<file path="config.mk">
export PLATFORM = sky130hd
export DESIGN_NAME = fp_mul_round
export DESIGN_NICKNAME = d
export VERILOG_FILES = /design/src/rtl/fp_mul_round.sv
export SDC_FILE = /design/constraint.sdc
export NUM_CORES = 1
export LEC_CHECK = 0
export CORE_AREA = 2 2 138 140
export CTS_CLUSTER_DIAMETER = 40
export DETAILED_ROUTE_END_ITERATION = 12
export DIE_AREA = 0 0 140 142
export DONT_BUFFER_PORTS = 1
export PLACE_DENSITY = 0.87
export RECOVER_POWER = 50
export SYNTH_ARGS = -nofsm -noshare
export SYNTH_HDL_FRONTEND = slang
export SYNTH_SLANG_ARGS = --single-unit
</file>
<file path="constraint.sdc">
create_clock -name clk -period 9 [get_ports clk]
set_input_delay 0.9 -clock clk [delete_from_list [all_inputs] [get_ports clk]]
set_output_delay 0.9 -clock clk [all_outputs]
set_load 0.05 [all_outputs]
</file>
<file path="src/rtl/fp_mul_round.sv">
// Two-stage signed fixed-point multiplier with rounding right-shift and valid/ready flow control.
// Define FP_MUL_CONVERGENT_ROUND_EN for round-half-to-even; default build rounds half-up.
module fp_mul_round #(
    parameter  int AW   = 16,
    parameter  int BW   = 16,
    parameter  int FRAC = 8,
    localparam int OW   = AW + BW - FRAC
) (
    input  logic                 clk,
    input  logic                 rst,
    input  logic                 in_valid,
    output logic                 in_ready,
    input  logic signed [AW-1:0] in_a,
    input  logic signed [BW-1:0] in_b,
    input  logic                 in_last,
    output logic                 out_valid,
    input  logic                 out_ready,
    output logic signed [OW-1:0] out_p,
    output logic                 out_last
);

    localparam int PW = AW + BW;

    logic                 v1, v2;
    logic                 t1, t2;
    logic                 adv1, adv2;
    logic signed [PW-1:0] p1;
    logic signed [OW-1:0] r2;
    logic signed [OW-1:0] rnd;

    always_comb begin
        adv2     = !v2 || out_ready;
        adv1     = !v1 || adv2;
        in_ready = adv1 && !rst;
    end

    generate
        if (FRAC == 0) begin : g_norm
            always_comb rnd = p1;
        end else begin : g_rnd
            localparam logic [PW:0] HALF = {{PW{1'b0}}, 1'b1} << (FRAC - 1);
            logic [PW:0] bias;
            logic [PW:0] sum;
            always_comb begin
`ifdef FP_MUL_CONVERGENT_ROUND_EN
                // HALF-1 plus the surviving LSB: an exact tie carries only when the quotient is odd
                bias = HALF - {{PW{1'b0}}, 1'b1} + {{PW{1'b0}}, p1[FRAC]};
`else
                bias = HALF;
`endif
                sum = {p1[PW-1], p1} + bias;
                rnd = sum[FRAC +: OW];
            end
        end
    endgenerate

    always_ff @(posedge clk) begin
        if (rst) begin
            v1 <= 1'b0;
            v2 <= 1'b0;
            p1 <= '0;
            r2 <= '0;
            t1 <= 1'b0;
            t2 <= 1'b0;
        end else begin
            if (adv1) begin
                v1 <= in_valid;
                if (in_valid) begin
                    p1 <= in_a * in_b;
                    t1 <= in_last;
                end
            end
            if (adv2) begin
                v2 <= v1;
                if (v1) begin
                    r2 <= rnd;
                    t2 <= t1;
                end
            end
        end
    end

    always_comb begin
        out_valid = v2;
        out_p     = r2;
        out_last  = t2;
    end

endmodule

</file>
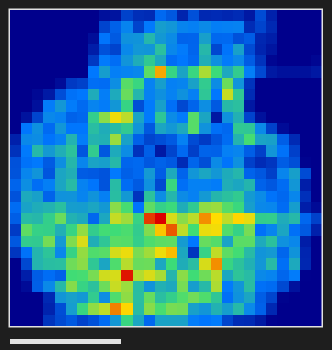
Figure 1: wire density map.
Scale bar: 50 um. The die is cut into 28 by 28 equal tiles; dark blue is low, red is high, scaled to the fullest tile. Values are wire area over tile area, all layers added.
14% of the tiles are over half the peak. The mean over all tiles is 0.22. The densest ninth of the die: bottom middle. The emptiest ninth of the die: top left. 18% of the tiles are nearly empty.

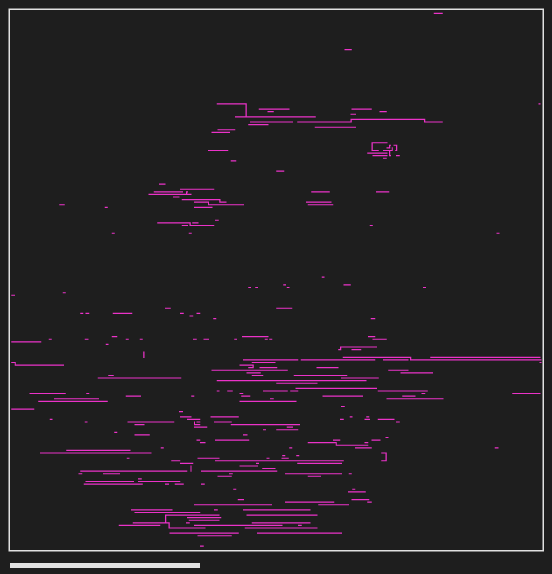
Figure 2: metal 3.
Scale bar: 50 um.
The layer carries 1400 um of wire. 113 nets have wire on it.

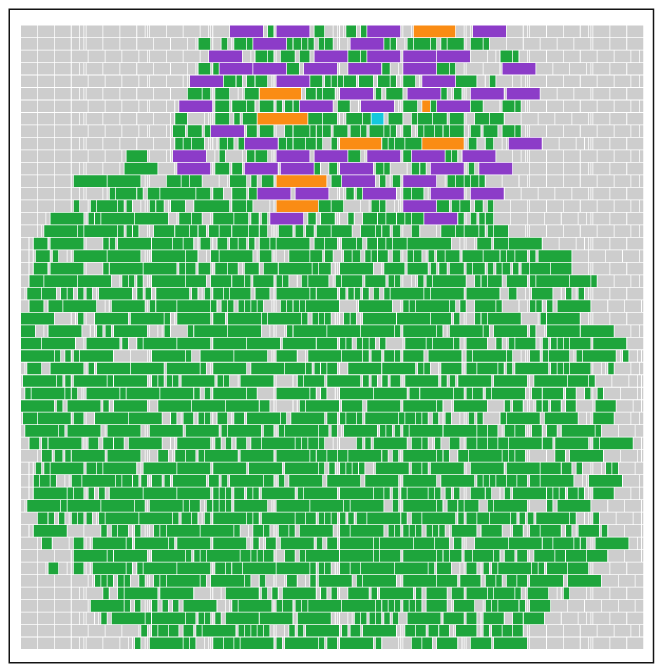
Figure 3: placed cells, one colour a class.
Fill, decap, tap and diode cells in grey.
Green stands for all other logic, cells 1205. Orange stands for clock drivers and dummy loads, cells 8. Cyan stands for other buffers and delay cells, cells 1. Purple stands for flip-flops, cells 53.

==> results.json <==
{
  "met3_usage": 0.0333,
  "ys.flop_type": "dfxtp_1",
  "synth_seq_share": 0.0893,
  "aoi_share": 0.0596,
  "cts_resized": 0,
  "largest_register_ffs": 25,
  "ys_sh_simple": 0.178,
  "finalClockSkew_ns": 0.00623,
  "ff_latch_area_um2": 1060,
  "cts_root_buf": "clkbuf_16",
  "crit_cells": 21,
  "synth_top_area_share": 0.440,
  "holdBufCountCts": 0,
  "grt_pass1_vias": 9643,
  "rr_startpoint": "out_valid",
  "syn_area_um2": 11900,
  "wl_met1_um": 9160,
  "clk_path_buf_depth": 2,
  "pin_count": 64,
  "vias_per_cell": 5.81,
  "slowest_stage": "fa_1",
  "fp_util": 0.644,
  "nFlopsAndLatches": 53,
  "tns_ns": 0,
  "final_cells": 1501,
  "n_all_buffers": 1,
  "violations": "capacitance limit, slew limit",
  "postCtsSetupRepairBufs": 0,
  "htree_levels": 2,
  "drc": 0,
  "worst-path-max-fanout": 16,
  "fmax_ghz": 0.152,
  "whs_ns": 0.464,
  "r2r_end": "out_p[22]",
  "synth-edff-count": 0,
  "cp_cell_sequence": "nand2_1, inv_1, fa_1, fa_1, inv_1, fa_1, fa_1, inv_1, fa_1, inv_1, fa_1, inv_1, ha_1, a211oi_1, o21ai_0, o211ai_2, and3_1, a22oi_4, a31oi_4, and4b_1, a211o_1",
  "worst_setup_path_end_kind": "flip-flop",
  "crit_buf_inv": 5,
  "adder_share": 0.524,
  "comb_area_um2": 9500,
  "cp-endpoint": "p1[31]",
  "tap-cell-count": 234,
  "ys_warn_count": 0,
  "inv_count": 300,
  "syn_inst": 1308,
  "dr.max_layer_used": "met4",
  "antenna_found_initial": 0,
  "async_reset_ff_frac": 0,
  "reg2reg_slack_ns": 5.59,
  "warnings": 26,
  "fp.dieH_um": 142,
  "sh_comb_area": 0.780,
  "fin_util": 0.660,
  "tightest_slew_ns": 2.89,
  "mux_area_frac": 0.00169,
  "die_area_um2": 19900,
  "min_to": "t1",
  "antenna-diode-count": 0,
  "nets": 1644,
  "maxSlewHeadroom": -0.929,
  "arrival_ns": 6.74,
  "nClkBuffers": 5,
  "critPathMostFrequentCell": "fa_1",
  "cpPeakStageDelay_ns": 0.83,
  "logic_gates": 905,
  "place_area_um2": 12000,
  "final_max_slew_viol_count": 49,
  "layout.cells.most_common": "inv_1",
  "outcome": "finished with violations",
  "cp-startpoint": "in_a[15]",
  "cts_tree": "done",
  "setup_violations": 0,
  "yosysTopAreaCell": "fa_1",
  "core-area_um2": 18500,
  "nFillCells": 1388,
  "grt_use_met2": 0.528,
  "setup_slack_ns": 2.44,
  "final_cell_mix": "300 x inv_1, 261 x fa_1, 152 x nand2_1, 126 x and2_1, 80 x ha_1",
  "clk_pin_slew_ns": 0.07,
  "met3RoutedLength_um": 1400,
  "r2r_cells": 4,
  "numSynthFlops": 53,
  "dieWidth_um": 140,
  "drt_iter0_markers": 594,
  "min_path_cells": 2,
  "largest-register": "p1",
  "gp_congestion": 0.871,
  "cp_top_family": "adder cells",
  "insertion_delay_ns": 0.29,
  "max_cap_violations": 1,
  "met2WireLength_um": 13900,
  "pre_cts_ws_ns": 2.18,
  "ys_area_um2": 11900,
  "sh_seq_area": 0.0871,
  "busiest_layer": "met2",
  "grt_usage": 0.284,
  "use_met1": 0.322,
  "yosysUniqueCellTypes": 50,
  "rows": 50,
  "final_hold_viol_count": 0,
  "io_buffers": 0,
  "syn_to_final_growth_pct": 2.55,
  "area_leaders": "fa_1 44%, inv_1 9.5%, dfxtp_1 8.9%",
  "numCtsBuffers": 5,
  "grt_max_degree": 64,
  "required_ns": 9.18,
  "final_area_um2": 12200,
  "cts_sinks": 53,
  "period_needed_ns": 6.56
}
==> cells in the mapped netlist, types with 2 or more instances <==
cell        n
nor3_2      2
and4b_1     2
and2_1    127
and3_1      7
clkbuf_1   48
a211o_1     2
xor2_1     27
nand4b_1    2
a311oi_1    3
and4_1      5
inv_1     300
nand3b_1   10
fa_1      261
nand4_1     4
nor2_1     53
a21oi_1    25
nor2b_1     3
a211oi_1   22
xnor2_1    23
o21ai_0    20
o21bai_1    2
nand2_1   152
nand2b_1    6
nor3b_1     2
nor3_1      8
nand3_2     2
or3_1       7
a21o_1     11
buf_1       2
dfxtp_1    53
mux2i_1     2
a31oi_1     4
ha_1       80
nand3_1    15
==> tightest hold or removal path: stages, from the launching register on <==
cell     delay (ns)
dfxtp_1        0.31
nand2_1        0.05
a21oi_1        0.06
